**config.mk**
```make
export PLATFORM = sky130hd
export DESIGN_NAME = li_expander
export DESIGN_NICKNAME = d
export VERILOG_FILES = /design/src/rtl/li_expander.sv
export SDC_FILE = /design/constraint.sdc
export NUM_CORES = 1
export LEC_CHECK = 0
export ABC_AREA = 1
export CORE_ASPECT_RATIO = 1.2
export CORE_MARGIN = 2
export CORE_UTILIZATION = 40
export CTS_CLUSTER_SIZE = 25
export DETAILED_ROUTE_END_ITERATION = 7
export GPL_ROUTABILITY_DRIVEN = 0
export PLACE_DENSITY = 0.67
export SKIP_LAST_GASP = 1
export SLEW_MARGIN = 20
export SYNTH_ARGS = -nofsm -noshare
export SYNTH_HDL_FRONTEND = slang
export SYNTH_SLANG_ARGS = --single-unit
```
**constraint.sdc**
```tcl
create_clock -name iCLK -period 4.9 [get_ports iCLK]
set_clock_uncertainty 0.1 [all_clocks]
set_input_delay 0.735 -clock iCLK [delete_from_list [all_inputs] [get_ports iCLK]]
set_output_delay 0.735 -clock iCLK [all_outputs]
set_load 0.005 [all_outputs]
```
**src/rtl/li_expander.sv**
```systemverilog
// Expands li/la pseudo-instructions into LUI/AUIPC/ADDI words on a valid/ready stream.
// The whole sequence is decoded at request accept; later input changes cannot affect it.
module li_expander (
  input  logic        iCLK,
  input  logic        iRST,
  input  logic        iREQ_VALID,
  output logic        oREQ_READY,
  input  logic        iMODE,
  input  logic [4:0]  iRD,
  input  logic [31:0] iVALUE,
  input  logic [7:0]  iPC,
  output logic [31:0] oIR,
  output logic        oIR_VALID,
  input  logic        iIR_READY,
  output logic        oLAST
);

  // state | meaning
  // IDLE  | ready for a request, nothing presented
  // EMIT1 | presenting first word of the sequence
  // EMIT2 | presenting trailing ADDI
  typedef enum logic [1:0] {IDLE, EMIT1, EMIT2} state_t;

  localparam logic [6:0] OP_LUI   = 7'b0110111;
  localparam logic [6:0] OP_AUIPC = 7'h17;
  localparam logic [6:0] OP_IMM   = 7'b0010011;
  localparam logic [31:0] NOP     = 32'h0000_0013;

  state_t      state, state_next;
  logic [31:0] word1, word2;
  logic        two_words;

  logic [31:0] v, v_rnd;
  logic [19:0] hi;
  logic [11:0] lo;
  logic        fits12;
  logic [31:0] w1_c, w2_c, upper_c;
  logic        two_c;
  logic        accept;

  always_comb begin
    v       = iMODE ? (iVALUE - {24'b0, iPC}) : iVALUE;
    v_rnd   = v + 32'h0000_0800;
    hi      = v_rnd[31:12];
    lo      = v[11:0];
    fits12  = (&v[31:11]) | (~|v[31:11]);
    upper_c = {hi, iRD, (iMODE ? OP_AUIPC : OP_LUI)};
    w2_c    = {lo, iRD, 3'b000, iRD, OP_IMM};
    w1_c    = upper_c;
    two_c   = 1'b0;
    if (iRD == 5'd0) begin
      w1_c = NOP;
    end else if (!iMODE && fits12) begin
      w1_c = {lo, 5'd0, 3'b000, iRD, OP_IMM};
    end else if (lo != 12'd0) begin
      two_c = 1'b1;
    end
  end

  assign accept = iREQ_VALID && oREQ_READY;

  always_ff @(posedge iCLK) begin
    if (iRST) begin
      state     <= IDLE;
      word1     <= '0;
      word2     <= '0;
      two_words <= 1'b0;
    end else begin
      state <= state_next;
      if (accept) begin
        word1     <= w1_c;
        word2     <= w2_c;
        two_words <= two_c;
      end
    end
  end

  always_comb begin
    state_next = state;
    oREQ_READY = 1'b0;
    oIR        = '0;
    oIR_VALID  = 1'b0;
    oLAST      = 1'b0;
    case (state)
      IDLE: begin
        oREQ_READY = !iRST;
        if (accept) state_next = EMIT1;
      end
      EMIT1: begin
        oIR       = word1;
        oIR_VALID = 1'b1;
        oLAST     = !two_words;
        if (iIR_READY) state_next = two_words ? EMIT2 : IDLE;
      end
      EMIT2: begin
        oIR       = word2;
        oIR_VALID = 1'b1;
        oLAST     = 1'b1;
        if (iIR_READY) state_next = IDLE;
      end
      default: state_next = IDLE;
    endcase
  end

endmodule

```
==> run_1/layer_met1.png <==
The bar under the picture is 20 um long. Supply wires on this layer in grey.
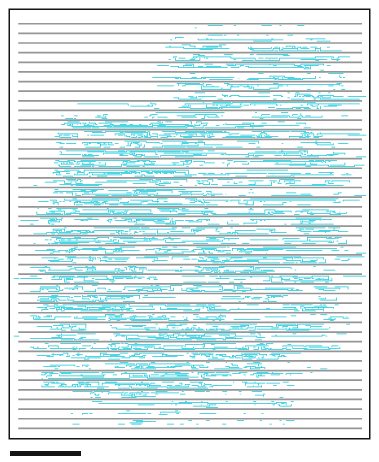
main direction: horizontal
longest straight run: 31.7 um
wire length on this layer: 6440 um

==> run_1/layer_met2.png <==
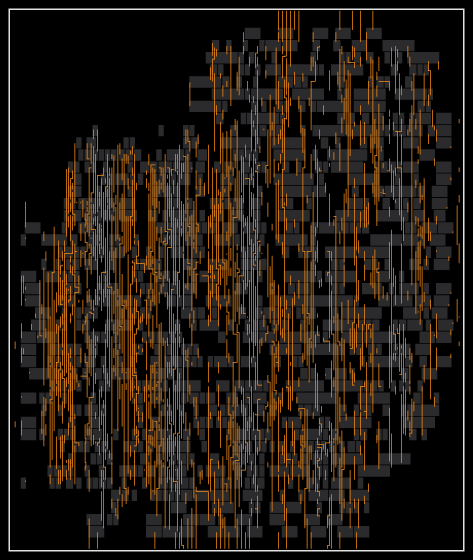
nets with wire on the layer: 739
longest straight run: 49.0 um
main direction: vertical
wire length on this layer: 6590 um
share of all routed wire: 47%
via count: 5180
final WL: 14000 um

==> run_1/layer_met3.png <==
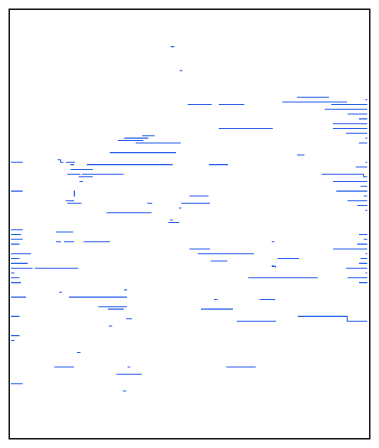
share of all routed wire: 4.0%
nets with wire on the layer: 93

==> run_1/layer_met4.png <==
Supply wires on this layer in grey.
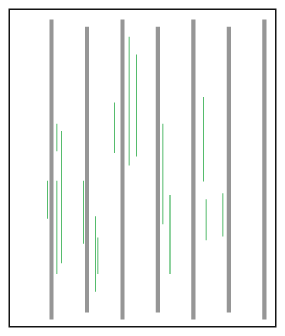
main direction: vertical
share of all routed wire: 3.0%
nets with wire on the layer: 14
longest straight run: 50.3 um
wire length on this layer: 415 um

==> ci_impl_report.md, run 1 <==
### Yosys + OpenROAD results

| Metric | Value |
|---|---|
| Unique cell types | `35` |
| Critical path's slowest cell | `clkdlybuf4s50_1` |
| WL met1 | `6440 um` |
| Hold Fails Final Rpt | `0` |
| Initial antenna violation count | `0` |
| Ys flops | `48` |
| Post-CTS Hold Buffers | `0` |
| P_clk | `0.342 mW` |
| Port buffer count | `82` |
| Post-Syn Area | `4550 um2` |
| Fillers | `1191` |
| Max-cap viol count | `0` |
| Switch share | `0.371` |
| Die extent in y | `121 um` |
| Met3 Resource Use GR | `0.0179` |
| Mapped Avg Cell Area | `5.65 um2` |
| Core area | `11100 um2` |
| Drt drc | `0` |
| Hold path cells | `2` |
| Pwr Total | `1.27 mW` |
| CP cell instances | `clkdlybuf4s50_1, inv_1, ha_1, inv_1, fa_1, nand3_1, nand3_1, nand2_1, nand2_2, o21ai_1, nand2_2, nor2_2, nand3_1, nor2_4, nand2_2, nor2_1, nand2_1, nand2_1, nand2_1, nand3_1, a21oi_1` |
| Post-route ant nets | `0` |
| Synthesis area per yosys | `4550 um2` |
| WL met3 | `562 um` |
| RSZ-0062 raised after global routing | `no` |
| # rows | `42` |
| Setup violators final | `0` |
| Fp_density | `0.410` |
| Switch Pwr | `0.472 mW` |
| Diode count | `0` |
| Pwr Density | `227 nW/um2` |
| Combinational share of power | `0.374` |
| Cells after synthesis | `806` |
| Run status | `complete, no violations` |
| Clock tree buffer depth | `2` |
| Resize count post-CTS | `0` |
| Seq pwr share | `0.357` |
| Crit. End Element | `register` |
| Area grow syn2layout | `23.2%` |
| Met1 Track Usage GR | `0.299` |
| Top Layout Cells | `267 x nand2_1, 87 x nor2_1, 82 x clkdlybuf4s50_1` |
| Largest register by flop count | `word1` |
| Crit path DAT | `3.91 ns` |
| CTS Buf Count | `5` |
| Hold Path End | `word1[9]` |
| CP Class | `in2reg` |
| NumNets Final | `935` |
| Htree depth | `2` |
| Sequential Power | `0.455 mW` |
| Top area cell types | `nand2_1 22%, dfxtp_1 21%, a21oi_1 8.8%, nand3_1 8.0%, nor2_1 7.2%` |
| R2R Setup Slk | `2.40 ns` |
| Worst setup path end | `word1[28]` |
| Register area | `961 um2` |
| First-pass GRT wire length | `22600 um` |
| Root buffer cell | `clkbuf_16` |
| Static leakage | `2.31 nW` |
| Dominant comb cell | `simple AND/OR/NAND/NOR gates` |
| Later-pin clock latency in the skew report | `0.28 ns` |
| Most common logic cell in the routed design | `nand2_1` |
| Max reg flops | `27` |
| Post-CTS Setup Inserts | `0` |
| Yosys warns | `0` |
| Global route overflow | `0` |
| Crit. Startpoint | `iVALUE[0]` |
| R2R depth | `12` |
| Final period util | `0.787` |
| Met2 WL | `6590 um` |
| Setup tns final | `0 ns` |
| Largest net degree at the start of global routing | `50` |
| Worst-margin pin slew | `1.09 ns` |
| DR iter-0 viols | `299` |
| Chip area | `12200 um2` |
| Async set-reset flop share out of synthesis | `0` |
| CTS tree | `built` |
| Top flop regs | `word1 x27, word2 x18, state x2` |
| Top Layer Used | `met4` |
| Crit path time final | `3.86 ns` |
| I/O Pins | `85` |
| Yosys adder share | `0.0401` |
| FF-to-FF End | `word1[26]` |
| Top-area cell share | `0.220` |
| Post-synth top area cell | `nand2_1` |
| Layout cells sized above 1 | `0.0758` |
| Clk network pwr share | `0.269` |
| Crit-path max cell delay | `0.41 ns` |
| Slew Limit Fails | `0` |
| Required time worst endpoint | `4.95 ns` |
| Max Clk Rate | `259 MHz` |
-- run 1: per-stage QoR --
stage	utilization	cells	hold slack [ns]	setup slack, ns	area [um2]
final	0.506	1025	0.364	1.04	5610
after global routing	0.506	1025	0.383	0.653	5610
after CTS	0.506	1025	0.366	1.07	5610
after detailed placement	0.492	1018	0.356	0.782	5460
after global placement	0.492	1018	0.353	0.870	5460
after floorplan	-	807	0.346	1.59	4550
-- run 1: critical path: cells and delay by family --
kind	cells	cell delay, ns
fa+ha+maj	2	0.53
simple gates	14	1.77
compound gates	2	0.31
buf+inv	3	0.54
-- run 1: final cells by class --
type,instances,share of cell area
Inverter,92,0.0616
Sequential cell,48,0.171
Clock buffer,6,0.0248
Clock inverter,1,0.00156
Tap cell,154,0.0344
Multi-Input combinational cell,639,0.556
Timing Repair Buffer,85,0.150
==> run 2, diff against run 1 <==
PLACE_DENSITY = 0.69   (was 0.67)
clock period = 3.3 ns   (was 4.9 ns; I/O delays follow)
==> run 2 against run 1 <==
Net effect: power up 69%; non-clock buffer count up 144; critical path depth unchanged; sequential share of layout area down 3.8 points; combinational power up 99%; final area up 28%; worst setup slack worse by 1.0 ns; clock power up 53%; cell count up 14%; die size unchanged; worst hold slack about the same; critical path type unchanged.
==> ci_impl_report.md, run 2 <==
### Yosys + OpenROAD results

| Metric | Value |
|---|---|
| Mapped Avg Cell Area | `5.65 um2` |
| Post-Place Setup Slack | `-0.461 ns` |
| Yosys warns | `0` |
| Max reg flops | `27` |
| DR iter-0 viols | `341` |
| Later-pin clock latency in the skew report | `0.28 ns` |
| Final period util | `0.988` |
| Final Instance Area | `7200 um2` |
| # rows | `42` |
| WL met3 | `838 um` |
| Ys flops | `48` |
| Clock tree buffer depth | `2` |
| Initial antenna violation count | `0` |
| Pwr Density | `298 nW/um2` |
| Largest register by flop count | `word1` |
| Resize count post-CTS | `23` |
| Crit. End Element | `register` |
| Vias in the first global route | `5282` |
| Required time worst endpoint | `3.35 ns` |
| Post-CTS Hold Buffers | `0` |
| Run status | `complete, no violations` |
| Root buffer cell | `clkbuf_16` |
| Most common reg cell | `dfxtp_1` |
| WP depth | `21` |
| Placed cell count | `1139` |
| Synthesis area per yosys | `4550 um2` |
| Most common logic cell in the routed design | `nand2_1` |
| Sequential Power | `0.677 mW` |
| Final WS setup | `0.0384 ns` |
| Clk network pwr share | `0.243` |
| R2R depth | `10` |
| Largest net degree at the start of global routing | `49` |
| Worst-margin pin slew | `0.510 ns` |
| Area grow syn2layout | `58.3%` |
| Max-cap viol count | `0` |
| Crit path time final | `3.26 ns` |
| Post-synth top area cell | `nand2_1` |
| Fin cells | `1171` |
| Top flop regs | `word1 x27, word2 x18, state x2` |
| Switch share | `0.372` |
| Post-route ant nets | `0` |
| Chip area | `12200 um2` |
| CP Class | `in2reg` |
| Static leakage | `3.18 nW` |
| Post-Syn Area | `4550 um2` |
| First-pass GRT wire length | `24300 um` |
| Unique cell types | `35` |
| Cells after synthesis | `806` |
| Fillers | `983` |
| Met2 WL | `8210 um` |
| Seq pwr share | `0.315` |
| Crit-path max cell delay | `0.56 ns` |
| Switch Pwr | `0.800 mW` |
| Fp_density | `0.410` |
| CTS tree | `built` |
| Die extent in y | `121 um` |
| Crit path DAT | `3.31 ns` |
| Async set-reset flop share out of synthesis | `0` |
| CTS Buf Count | `5` |
| Htree depth | `2` |
| Delay-heaviest family, CP | `simple AND/OR/NAND/NOR gates` |
| Hold path cells | `2` |
| Drt drc | `0` |
| I/O Pins | `85` |
| Top-area cell share | `0.220` |
| Placed Instance Area | `6370 um2` |
| Port buffer count | `82` |
| Max Clk Rate | `307 MHz` |
| Core area | `11100 um2` |
| Via count | `5957` |
| Critical path's slowest cell | `clkdlybuf4s50_1` |
| CP cell instances | `clkdlybuf4s50_1, ha_4, buf_4, nand3_4, buf_6, inv_1, nand2_1, nand3_2, nand2_4, nand2_1, nand2_1, nand2_4, nor2_4, buf_4, nand3_2, nor2_4, buf_4, xor2_1, nand2_1, nand2_1, a21oi_1` |
| Crit. Startpoint | `iVALUE[3]` |
| Combinational share of power | `0.442` |
| Top area cell types | `nand2_1 22%, dfxtp_1 21%, a21oi_1 8.8%, nand3_1 8.0%, nor2_1 7.2%` |
| CP Buf/Inv Count | `6` |
| Setup tns final | `0 ns` |
| Global route overflow | `0` |
| Pwr Total | `2.15 mW` |
| Layout cells sized above 1 | `0.291` |
| Met3 Resource Use GR | `0.0185` |
## run 2: layout make-up
cell class / count / area [um2] / share of cell area
Multi-Input combinational cell: 640 / 3590 / 0.499
Timing Repair Buffer: 229 / 1960 / 0.272
Sequential cell: 48 / 961 / 0.133
Inverter: 92 / 345 / 0.0479
Tap cell: 154 / 193 / 0.0267
Clock buffer: 6 / 139 / 0.0193
Clock inverter: 2 / 13.8 / 0.00191
## run 2: cells by family after synthesis
group	count (synthesis)	share of synthesized area
other cells	1	0.000824
buf+inv	120	0.105
flops	48	0.211
simple gates	508	0.496
fa+ha+maj	14	0.0401
compound gates	94	0.105
xor+xnor	21	0.0421
## run 2: worst paths after layout
check | endpoint | slack, ns
min | word1[9] | 0.36
max reg2reg | word1[14] | 1.15
min reg2reg | word1[9] | 0.36
max | word1[23] | 0.04
==> run_2/layer_met3.png <==
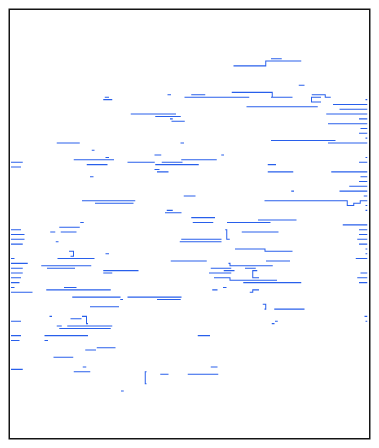
nets with wire on the layer: 128
wire length on this layer: 838 um

==> run_2/layer_met1.png <==
The bar under the picture is 20 um long. Supply wires on this layer in grey.
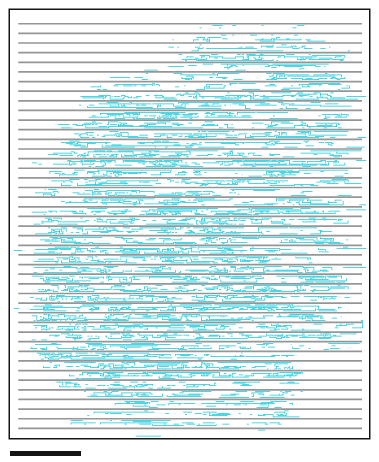
longest straight run: 28.1 um
main direction: horizontal

==> run_2/congestion.png <==
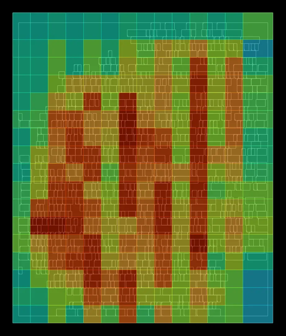
met1 Track Usage GR: 0.308
M2 GR Usage: 0.424
wire per inst: 14.0 um
Total GRT Usage: 0.245

==> run 3, diff against run 2 <==
clock period = 2.94 ns   (was 3.3 ns; I/O delays follow)
==> run 3 against run 2 <==
Net effect: the run now ends with setup timing left; non-clock buffer count increased by 31; worst setup slack got worse by 0.097 ns; combinational power increased by 24%; cell count increased by 2.8%; critical path type unchanged.
==> ci_impl_report.md, run 3 <==
### Yosys + OpenROAD results

| Metric | Value |
|---|---|
| Run status | `finished with violations` |
| Failing checks | `setup timing` |
| Top flop regs | `word1 x27, word2 x18, state x2` |
| Unique cell types | `35` |
| Placed cell count | `1156` |
| Largest net degree at the start of global routing | `49` |
| Post-Syn Area | `4550 um2` |
| Global route overflow | `0` |
| Top Layout Cells | `221 x nand2_1, 166 x buf_4, 72 x a21oi_1` |
| CP cell instances | `clkdlybuf4s15_1, ha_4, nand2_4, inv_4, nand2_1, nand2_1, nand2_1, nand2_2, nor2_4, xor2_4, buf_6, inv_4, ha_4, nand4_1, nor2_2, nand2_1, nor2_2, nand2_2, nand2_4, buf_6, nand3_2, nand3_1, a21oi_2` |
| # rows | `42` |
| Area grow syn2layout | `71.1%` |
| Core area | `11100 um2` |
| Critical path's slowest cell | `ha_4` |
| Sequential Power | `0.761 mW` |
| Top cells by count | `267 x nand2_1, 87 x nor2_1, 80 x a21oi_1, 78 x inv_1, 73 x nand3_1` |
| Largest register by flop count | `word1` |
| CTS Buf Count | `5` |
| Diode count | `0` |
| Clk network pwr share | `0.230` |
| Initial antenna violation count | `0` |
| Setup tns final | `-0.142 ns` |
| Htree depth | `2` |
| Pwr Total | `2.52 mW` |
| Top area cell types | `nand2_1 22%, dfxtp_1 21%, a21oi_1 8.8%, nand3_1 8.0%, nor2_1 7.2%` |
| Hold Fails Final Rpt | `0` |
| Worst Hold Slack | `0.365 ns` |
| DR iter-0 viols | `394` |
| Delay-heaviest family, CP | `simple AND/OR/NAND/NOR gates` |
| Ys flops | `48` |
| Switch share | `0.377` |
| Post-CTS Setup Inserts | `19` |
| Setup violators final | `5` |
| Final period util | `1.02` |
| Most common reg cell | `dfxtp_1` |
| Mux share | `0` |
| Worst-margin pin slew | `0.514 ns` |
| Placed Instance Area | `6530 um2` |
| Final WS setup | `-0.0581 ns` |
| I/O Pins | `85` |
| WL met1 | `6930 um` |
| Total GRT Usage | `0.264` |
| Post-Place Setup Slack | `-0.657 ns` |
| Fin util | `0.702` |
| Max-cap viol count | `0` |
| Synthesis area per yosys | `4550 um2` |
| Cells after synthesis | `806` |
| Seq pwr share | `0.302` |
| Dominant comb cell | `simple AND/OR/NAND/NOR gates` |
| NumNets Final | `1113` |
| Switch Pwr | `0.949 mW` |
| Max reg flops | `27` |
| Clock tree buffer depth | `2` |
| Final Instance Area | `7780 um2` |
| Chip area | `12200 um2` |
| Met2 WL | `9170 um` |
| CP Buf/Inv Count | `5` |
| Basic Gates by Area | `0.496` |
| Top Layer Used | `met4` |
| Slew Limit Fails | `0` |
| Crit-path max cell delay | `0.34 ns` |
| Crit path DAT | `3.05 ns` |
| Vias in the first global route | `5569` |
| Resize count post-CTS | `111` |
| Mapped Avg Cell Area | `5.65 um2` |
| Fp_density | `0.410` |
| Die extent in y | `121 um` |
| Required time worst endpoint | `2.99 ns` |
| CTS tree | `built` |
| Max Clk Rate | `334 MHz` |
| WL met3 | `1070 um` |
| M2 GR Usage | `0.470` |
| CP Class | `in2reg` |
| Layout cells sized above 1 | `0.373` |
| Xor/xnor share | `0.0421` |
| Yosys adder share | `0.0401` |
-- run 3: final timing paths --
path / cells after the start / start / slack [ns] / end
worst max-delay path: 23 / iVALUE[5] / -0.06 / word1[21]
worst min-delay path: 2 / word1[14] / 0.36 / word1[14]
worst max register to register: 12 / state[0] / 0.79 / word1[26]
worst min register to register: 2 / word1[14] / 0.36 / word1[14]
-- run 3: final cells by class --
cell class | instances | area [um2]
timing repair buffer | 260 | 2200
inverter | 92 | 360
clock inverter | 2 | 13.8
multi-input combinational | 642 | 3920
fill | 886 | 3300
tap | 154 | 193
sequential | 48 | 961
clock buffer | 6 | 139
==> run_3/layer_met3.png <==
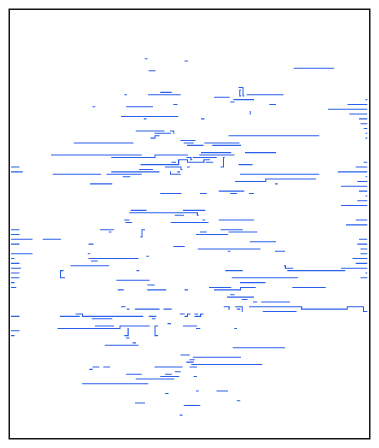
nets with wire on the layer: 166
longest straight run: 25.3 um
main direction: horizontal

==> run_3/congestion.png <==
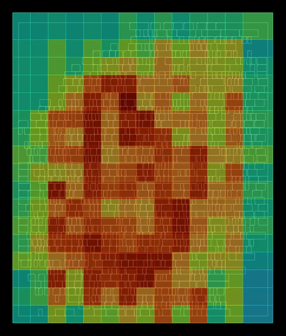
wire per inst: 15.0 um
met3 Resource Use GR: 0.0249
met1 Track Usage GR: 0.323
global routing's busiest layer: met2

==> run_3/layer_met1.png <==
The bar under the picture is 20 um long. Supply wires on this layer in grey.
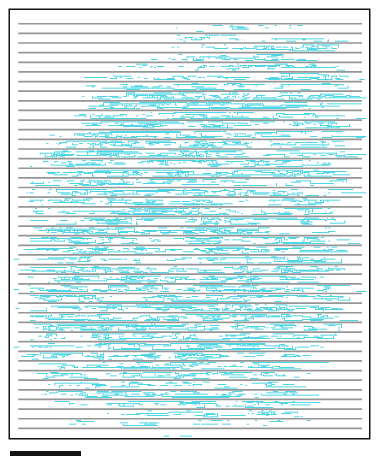
final WL: 18000 um
via count: 6329

Power is estimated from default activity; no workload was simulated.
